### src/rtl/al_pkg.sv
`default_nettype none
// ============================================================================
// al_pkg : shared constants, FSM encoding and helpers for the free-list arbiter
// Revision: 1.0
// ============================================================================
package al_pkg;

  localparam int PREG_W     = 6;
  localparam int NUM_PREG   = 64;
  localparam int INIT_FIRST = 32;
  localparam int DEPTH      = 16;
  localparam int CNT_W      = $clog2(DEPTH) + 1;

  typedef enum logic [0:0] {
    INIT = 1'b0,
    RUN  = 1'b1
  } al_state_e;

  function automatic logic [2:0] popcnt4(input logic [3:0] v);
    popcnt4 = 3'(v[0]) + 3'(v[1]) + 3'(v[2]) + 3'(v[3]);
  endfunction

endpackage
`default_nettype wire

### src/rtl/al_free_arb_if.sv
`default_nettype none
// ============================================================================
// al_free_arb_if : scheduler release bus plus free-list write bus
// Revision: 1.0
// ============================================================================
interface al_free_arb_if #(
  parameter int PREG_W = al_pkg::PREG_W,
  parameter int CNT_W  = al_pkg::CNT_W
);

  logic [3:0]        free_vld_from_SCH;
  logic [PREG_W-1:0] free_pr_from_SCH0;
  logic [PREG_W-1:0] free_pr_from_SCH1;
  logic [PREG_W-1:0] free_pr_from_SCH2;
  logic [PREG_W-1:0] free_pr_from_SCH3;
  logic              wr_rdy_from_FL;
  logic [1:0]        wr_vld_to_FL;
  logic [PREG_W-1:0] wr_pr_to_FL0;
  logic [PREG_W-1:0] wr_pr_to_FL1;
  logic              stall_to_SCH;
  logic              init_done_to_AL;
  logic [CNT_W-1:0]  cnt_out;

  modport master (
    output free_vld_from_SCH, free_pr_from_SCH0, free_pr_from_SCH1,
           free_pr_from_SCH2, free_pr_from_SCH3, wr_rdy_from_FL,
    input  wr_vld_to_FL, wr_pr_to_FL0, wr_pr_to_FL1, stall_to_SCH,
           init_done_to_AL, cnt_out
  );

  modport slave (
    input  free_vld_from_SCH, free_pr_from_SCH0, free_pr_from_SCH1,
           free_pr_from_SCH2, free_pr_from_SCH3, wr_rdy_from_FL,
    output wr_vld_to_FL, wr_pr_to_FL0, wr_pr_to_FL1, stall_to_SCH,
           init_done_to_AL, cnt_out
  );

endinterface
`default_nettype wire

### src/rtl/al_free_fifo.sv
`default_nettype none
// ============================================================================
// al_free_fifo : 4-write / 2-read compacting return buffer
// Revision: 1.0
// ============================================================================
module al_free_fifo #(
  parameter int PREG_W = 6,
  parameter int DEPTH  = 16
) (
  input  wire logic                   clk,
  input  wire logic                   rst_n,
  input  wire logic                   push_en_i,
  input  wire logic [3:0]             push_vld_i,
  input  wire logic [3:0][PREG_W-1:0] push_pr_i,
  input  wire logic                   pop_rdy_i,
  output logic [1:0]                  rd_vld_o,
  output logic [PREG_W-1:0]           rd_pr0_o,
  output logic [PREG_W-1:0]           rd_pr1_o,
  output logic [$clog2(DEPTH):0]      cnt_o
);
  import al_pkg::*;

  localparam int AW = $clog2(DEPTH);
  localparam int CW = AW + 1;
  localparam logic [3:0][3:0] PRIOR_MASK = {4'b0111, 4'b0011, 4'b0001, 4'b0000};

  logic [PREG_W-1:0] mem_q [DEPTH];
  logic [AW-1:0]     head_q, head_d;
  logic [AW-1:0]     tail_q, tail_d;
  logic [CW-1:0]     cnt_q, cnt_d;

  logic [3:0]        w_push_vld;
  logic [2:0]        w_push_n;
  logic [1:0]        w_pop_n;
  logic [AW-1:0]     w_head1;
  logic [AW-1:0]     w_wr_idx [4];

  assign w_push_vld = push_en_i ? push_vld_i : 4'b0000;
  assign w_push_n   = popcnt4(w_push_vld);

  // Each valid port lands at tail plus the number of valid lower ports.
  always_comb begin
    for (int p = 0; p < 4; p++) begin
      w_wr_idx[p] = tail_q + AW'(popcnt4(w_push_vld & PRIOR_MASK[p]));
    end
  end

  always_ff @(posedge clk) begin
    for (int p = 0; p < 4; p++) begin
      if (w_push_vld[p]) mem_q[w_wr_idx[p]] <= push_pr_i[p];
    end
  end

  assign w_head1  = head_q + AW'(1);
  assign rd_vld_o = (cnt_q >= CW'(2)) ? 2'b11 :
                    (cnt_q == CW'(1)) ? 2'b01 : 2'b00;
  assign rd_pr0_o = rd_vld_o[0] ? mem_q[head_q]  : '0;
  assign rd_pr1_o = rd_vld_o[1] ? mem_q[w_head1] : '0;
  assign w_pop_n  = pop_rdy_i ? (2'(rd_vld_o[0]) + 2'(rd_vld_o[1])) : 2'd0;

  assign head_d = head_q + AW'(w_pop_n);
  assign tail_d = tail_q + AW'(w_push_n);
  assign cnt_d  = cnt_q + CW'(w_push_n) - CW'(w_pop_n);
  assign cnt_o  = cnt_q;

  always_ff @(posedge clk or negedge rst_n) begin
    if (!rst_n) begin
      head_q <= '0;
      tail_q <= '0;
      cnt_q  <= '0;
    end else begin
      head_q <= head_d;
      tail_q <= tail_d;
      cnt_q  <= cnt_d;
    end
  end

endmodule
`default_nettype wire

### src/rtl/al_free_arb.sv
`default_nettype none
// ============================================================================
// al_free_arb : initial free-list fill, then arbitration of released registers
// Revision: 1.0
// ============================================================================
module al_free_arb #(
  parameter int PREG_W     = al_pkg::PREG_W,
  parameter int DEPTH      = al_pkg::DEPTH,
  parameter int INIT_FIRST = al_pkg::INIT_FIRST,
  parameter int NUM_PREG   = al_pkg::NUM_PREG
) (
  input wire logic     clk,
  input wire logic     rst_n,
  al_free_arb_if.slave bus
);
  import al_pkg::*;

  localparam int NUM_PAIRS = (NUM_PREG - INIT_FIRST) / 2;
  localparam int KW        = (NUM_PAIRS > 1) ? $clog2(NUM_PAIRS) : 1;
  localparam int CW        = $clog2(DEPTH) + 1;
  localparam logic [KW-1:0] K_LAST   = KW'(NUM_PAIRS - 1);
  localparam logic [CW-1:0] STALL_TH = CW'(DEPTH - 4);

  al_state_e         state_q, state_d;
  logic [KW-1:0]     k_q, k_d;

  logic [1:0]        fifo_vld;
  logic [PREG_W-1:0] fifo_pr0, fifo_pr1;
  logic [CW-1:0]     fifo_cnt;

  logic              w_run, w_stall, w_push_en, w_pop_rdy;
  logic [PREG_W-1:0] w_init_pr0;
  logic [1:0]        w_vld;
  logic [PREG_W-1:0] w_pr0, w_pr1;

  assign w_run      = (state_q == RUN);
  assign w_stall    = !w_run || (fifo_cnt > STALL_TH);
  assign w_push_en  = w_run && !w_stall;
  assign w_pop_rdy  = w_run && bus.wr_rdy_from_FL;
  assign w_init_pr0 = PREG_W'(INIT_FIRST) + PREG_W'({k_q, 1'b0});

  al_free_fifo #(
    .PREG_W (PREG_W),
    .DEPTH  (DEPTH)
  ) u_fifo (
    .clk        (clk),
    .rst_n      (rst_n),
    .push_en_i  (w_push_en),
    .push_vld_i (bus.free_vld_from_SCH),
    .push_pr_i  ({bus.free_pr_from_SCH3, bus.free_pr_from_SCH2,
                  bus.free_pr_from_SCH1, bus.free_pr_from_SCH0}),
    .pop_rdy_i  (w_pop_rdy),
    .rd_vld_o   (fifo_vld),
    .rd_pr0_o   (fifo_pr0),
    .rd_pr1_o   (fifo_pr1),
    .cnt_o      (fifo_cnt)
  );

  always_comb begin
    state_d = state_q;
    k_d     = k_q;
    w_vld   = 2'b00;
    w_pr0   = '0;
    w_pr1   = '0;
    unique case (state_q)
      INIT: begin
        w_vld = 2'b11;
        w_pr0 = w_init_pr0;
        w_pr1 = w_init_pr0 + PREG_W'(1);
        if (bus.wr_rdy_from_FL) begin
          if (k_q == K_LAST) state_d = RUN;
          else               k_d     = k_q + KW'(1);
        end
      end
      RUN: begin
        w_vld = fifo_vld;
        w_pr0 = fifo_pr0;
        w_pr1 = fifo_pr1;
      end
      default: ;
    endcase
  end

  always_ff @(posedge clk or negedge rst_n) begin
    if (!rst_n) begin
      state_q <= INIT;
      k_q     <= '0;
    end else begin
      state_q <= state_d;
      k_q     <= k_d;
    end
  end

  // INIT itself drives 11, so the lanes are forced idle while reset is held.
  assign bus.wr_vld_to_FL    = rst_n ? w_vld : 2'b00;
  assign bus.wr_pr_to_FL0    = rst_n ? w_pr0 : '0;
  assign bus.wr_pr_to_FL1    = rst_n ? w_pr1 : '0;
  assign bus.stall_to_SCH    = w_stall;
  assign bus.init_done_to_AL = w_run;
  assign bus.cnt_out         = fifo_cnt;

endmodule
`default_nettype wire

### src/flat_wrapper.sv
// flat-port wrapper written by rule: the top's interface ports become plain ports
module al_free_arb_flat import al_pkg::*;
#(
  parameter int PREG_W     = al_pkg::PREG_W,
  parameter int DEPTH      = al_pkg::DEPTH,
  parameter int INIT_FIRST = al_pkg::INIT_FIRST,
  parameter int NUM_PREG   = al_pkg::NUM_PREG
)
  (clk, rst_n, bus_free_vld_from_SCH, bus_free_pr_from_SCH0, bus_free_pr_from_SCH1, bus_free_pr_from_SCH2, bus_free_pr_from_SCH3, bus_wr_rdy_from_FL, bus_wr_vld_to_FL, bus_wr_pr_to_FL0, bus_wr_pr_to_FL1, bus_stall_to_SCH, bus_init_done_to_AL, bus_cnt_out);
  al_free_arb_if #(.PREG_W(PREG_W)) bus_i ();
  input wire logic clk;
  input wire logic rst_n;
  input wire logic [$bits(bus_i.free_vld_from_SCH)-1:0] bus_free_vld_from_SCH;
  input wire logic [$bits(bus_i.free_pr_from_SCH0)-1:0] bus_free_pr_from_SCH0;
  input wire logic [$bits(bus_i.free_pr_from_SCH1)-1:0] bus_free_pr_from_SCH1;
  input wire logic [$bits(bus_i.free_pr_from_SCH2)-1:0] bus_free_pr_from_SCH2;
  input wire logic [$bits(bus_i.free_pr_from_SCH3)-1:0] bus_free_pr_from_SCH3;
  input wire logic [$bits(bus_i.wr_rdy_from_FL)-1:0] bus_wr_rdy_from_FL;
  output wire logic [$bits(bus_i.wr_vld_to_FL)-1:0] bus_wr_vld_to_FL;
  output wire logic [$bits(bus_i.wr_pr_to_FL0)-1:0] bus_wr_pr_to_FL0;
  output wire logic [$bits(bus_i.wr_pr_to_FL1)-1:0] bus_wr_pr_to_FL1;
  output wire logic [$bits(bus_i.stall_to_SCH)-1:0] bus_stall_to_SCH;
  output wire logic [$bits(bus_i.init_done_to_AL)-1:0] bus_init_done_to_AL;
  output wire logic [$bits(bus_i.cnt_out)-1:0] bus_cnt_out;
  assign bus_i.free_vld_from_SCH = bus_free_vld_from_SCH;
  assign bus_i.free_pr_from_SCH0 = bus_free_pr_from_SCH0;
  assign bus_i.free_pr_from_SCH1 = bus_free_pr_from_SCH1;
  assign bus_i.free_pr_from_SCH2 = bus_free_pr_from_SCH2;
  assign bus_i.free_pr_from_SCH3 = bus_free_pr_from_SCH3;
  assign bus_i.wr_rdy_from_FL = bus_wr_rdy_from_FL;
  assign bus_wr_vld_to_FL = bus_i.wr_vld_to_FL;
  assign bus_wr_pr_to_FL0 = bus_i.wr_pr_to_FL0;
  assign bus_wr_pr_to_FL1 = bus_i.wr_pr_to_FL1;
  assign bus_stall_to_SCH = bus_i.stall_to_SCH;
  assign bus_init_done_to_AL = bus_i.init_done_to_AL;
  assign bus_cnt_out = bus_i.cnt_out;
  al_free_arb #(.PREG_W(PREG_W), .DEPTH(DEPTH), .INIT_FIRST(INIT_FIRST), .NUM_PREG(NUM_PREG)) u_core (.clk(clk), .rst_n(rst_n), .bus(bus_i));
endmodule
### config.mk
export PLATFORM = sky130hd
export DESIGN_NAME = al_free_arb_flat
export DESIGN_NICKNAME = d
export VERILOG_FILES = /design/src/rtl/al_pkg.sv /design/src/rtl/al_free_arb_if.sv /design/src/rtl/al_free_fifo.sv /design/src/rtl/al_free_arb.sv /design/src/flat_wrapper.sv
export SDC_FILE = /design/constraint.sdc
export NUM_CORES = 1
export LEC_CHECK = 0
export ABC_CLOCK_PERIOD_IN_PS = 4650
export CELL_PAD_IN_SITES_DETAIL_PLACEMENT = 2
export CELL_PAD_IN_SITES_GLOBAL_PLACEMENT = 2
export CORE_ASPECT_RATIO = 1.2
export CORE_MARGIN = 3
export CORE_UTILIZATION = 37
export DETAILED_ROUTE_END_ITERATION = 10
export GPL_ROUTABILITY_DRIVEN = 0
export HOLD_SLACK_MARGIN = 0.02
export PLACE_DENSITY_LB_ADDON = 0.1
export SLEW_MARGIN = 20
export SYNTH_ARGS = -nofsm -noshare
export SYNTH_HDL_FRONTEND = slang
export SYNTH_SLANG_ARGS = --single-unit
### constraint.sdc
create_clock -name clk -period 4.65 [get_ports clk]
set_input_delay 0.93 -clock clk [delete_from_list [all_inputs] [get_ports clk]]
set_output_delay 0.93 -clock clk [all_outputs]
set_load 0.01 [all_outputs]
Fig. 1: run 1, clock wiring as the flow saved it
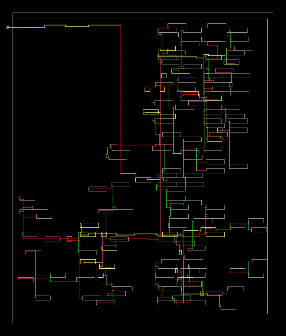
clock group power: 1.35 mW
FF+latch count: 114

Fig. 2: run 1, met2 routing
Drawn at 2 px/um.
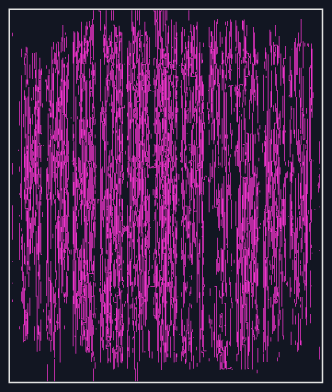
main direction	vertical
wire length on this layer	22.0 mm
nets with wire on the layer	1053
share of all routed wire	49%
longest straight run	83.6 um

Fig. 3: run 1, sequential cells colored by netlist name
Drawn at 2 px/um. Other sequential cells in the stronger gray, the rest of the logic in the fainter gray.
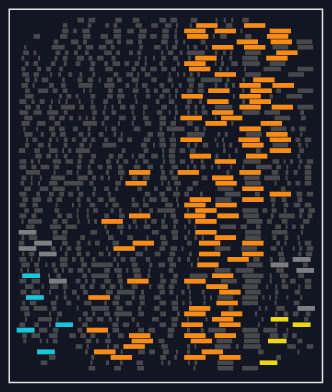
color	signal	placed flops
yellow	`u_core.u_fifo.head_q`	4
orange	`u_core.u_fifo.mem_q`	96
cyan	`u_core.u_fifo.cnt_o`	5

-- run 1: stage by stage --
| stage | worst slack, ns | TNS [ns] |
|---|---|---|
| 2_1_floorplan | 0.241 | 0 |
| 3_3_place_gp | 0.118 | 0 |
| 3_5_place_dp | 0.0110 | 0 |
| 4_1_cts | 0.139 | 0 |
| 5_1_grt | -0.0100 | -0.0100 |
| 6_report | 0.279 | 0 |
-- run 1: final cells by class --
cell class / instances / area share, %
Multi-Input combinational cell: 762 / 51.5
Tap cell: 335 / 3.48
Inverter: 41 / 1.28
Sequential cell: 114 / 27.7
Timing Repair Buffer: 153 / 11.2
Clock inverter: 14 / 1.36
Clock buffer: 18 / 3.56
==> flow_metrics.tcl, run 1 <==
# yosys + openroad results
set metrics [dict create \
    status "finished, final reports clean" \
    ys.warnings.count 0 \
    warnings 31 \
    place_inst 1404 \
    slew_violations 0 \
    ys_types 69 \
    final_area_um2 12100 \
    ys_seq_share_pct 33.4 \
    grt_max_degree 51 \
    worst_path_most_repeated_cell "inv_1" \
    top_area_cell "edfxtp_1" \
    p_per_area_nw_per_um2 631 \
    clk_path_buf_depth 2 \
    cts_made_buffers 17 \
    floorplan.core_util_pct 37.8 \
    worst-path-max-fanout 12 \
    io_pins 52 \
    top_layer "met4" \
    worstRegToRegCells 16 \
    syn_area_um2 9980 \
    common_cells "106 x nand2_1, 96 x edfxtp_1, 74 x mux2i_1" \
    ant_nets 0 \
    met2_usage_pct 52.6 \
    startpoint_type "flop" \
    fin_skew_ns 0.0108 \
    grt.busiest_layer "met2" \
    slew_headroom_pct 24.3 \
    syn_avg_cell_area_um2 10.0 \
    num_vias 9276 \
    crit_path_max_incr_delay_ns 0.52 \
    post-route-util_pct 45.6 \
    vdd_drop_max_mv 0.346 \
    hold_ws_ns 0.532 \
    critPathCapture "u_core.u_fifo.mem_q[2][5]" \
    grt_util_met1_pct 40.0 \
    ys_sh_aoi_pct 21.1 \
    ctsResizeCount 0 \
    reg2reg_slack_ns 0.28 \
    tightest_slew_ns 1.13 \
    final_nets 1154 \
    pwr-share-seq_pct 22.0 \
    powerSeq_mw 1.68 \
    ys_sh_simple_pct 11.9 \
    largest_reg_flops 96 \
    clk_pin_slew_worst_paths_ns 0.06 \
]
## Run 2: what changed since run 1
--- a/config.mk
+++ b/config.mk
@@ -15,7 +15,8 @@
 export GPL_ROUTABILITY_DRIVEN = 0
 export HOLD_SLACK_MARGIN = 0.02
 export PLACE_DENSITY_LB_ADDON = 0.1
-export SLEW_MARGIN = 20
+export SLEW_MARGIN = 15
 export SYNTH_ARGS = -nofsm -noshare
 export SYNTH_HDL_FRONTEND = slang
 export SYNTH_SLANG_ARGS = --single-unit
+export TNS_END_PERCENT = 10
Fig. 4: run 2, placement density heat map
Drawn at 2 px/um. 16 x 19 tiles, from black (low) to pale yellow (high), 0 to 100% covered.
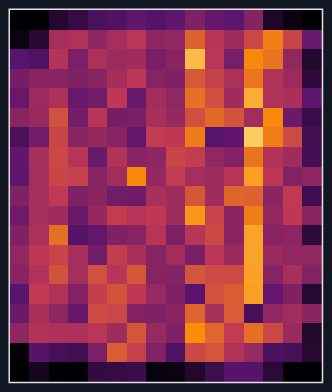
fullest tile	89%
mean over tiles	40%
nearly empty tiles	3.0%
tiles over 75% full	3.3%

Fig. 5: run 2, sequential cells colored by netlist name
Drawn at 2 px/um. Other sequential cells in the stronger gray, the rest of the logic in the fainter gray.
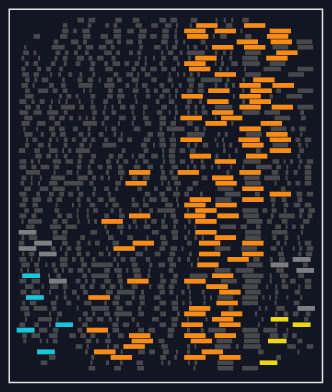
color	signal	placed flops
cyan	`u_core.u_fifo.cnt_o`	5
yellow	`u_core.u_fifo.head_q`	4
orange	`u_core.u_fifo.mem_q`	96
not colored	9

==> flow_metrics.tcl, run 2 <==
# yosys + openroad results
set metrics [dict create \
    final_area_um2 12100 \
    n_tap_cell 335 \
    final_nets 1154 \
    pwr-share-seq_pct 22.0 \
    grt.busiest_layer "met2" \
    slew_violations 0 \
    io_pins 52 \
    crit_path_max_incr_delay_ns 0.52 \
    inv_count 41 \
    post-route-util_pct 45.6 \
    place_inst 1404 \
    ant_nets 0 \
    tightest_slew_ns 1.13 \
    largest_reg_flops 96 \
    top_area_cell "edfxtp_1" \
    powerSeq_mw 1.68 \
    setup_ws_ns 0.279 \
    ctsResizeCount 0 \
    floorplan.core_util_pct 37.8 \
    clk_pin_slew_worst_paths_ns 0.06 \
    met2_usage_pct 52.6 \
    status "finished, final reports clean" \
    seq_share_pct 27.7 \
    syn_area_um2 9980 \
    clk_path_buf_depth 2 \
    slew_headroom_pct 24.3 \
    reg2reg_slack_ns 0.28 \
    clkCellAreaFrac_pct 4.92 \
    ys_sh_simple_pct 11.9 \
    top_layer "met4" \
    num_vias 9276 \
    ff_count 114 \
    worst-path-max-fanout 12 \
    warnings 31 \
]
-- run 2: cell counts in the layout (fill, tap and decap cells not counted) --
No cell type changed its count.
-- run 2: how the worst max path moves through the flow --
stage	start	endpoint	slack, ns	cells past startpoint
floorplan	u_core.u_fifo.cnt_o[4]	u_core.u_fifo.mem_q[14][0]	0.24	18
global placement	bus_free_vld_from_SCH[1]	u_core.u_fifo.mem_q[7][5]	0.12	15
detailed placement	bus_free_vld_from_SCH[1]	u_core.u_fifo.mem_q[7][1]	0.01	15
CTS	u_core.u_fifo.cnt_o[3]	u_core.u_fifo.mem_q[2][5]	0.14	16
global route	u_core.u_fifo.cnt_o[3]	u_core.u_fifo.mem_q[2][5]	-0.01	16
finish	u_core.u_fifo.cnt_o[3]	u_core.u_fifo.mem_q[2][5]	0.28	16
Power and IR drop assume default switching activity.
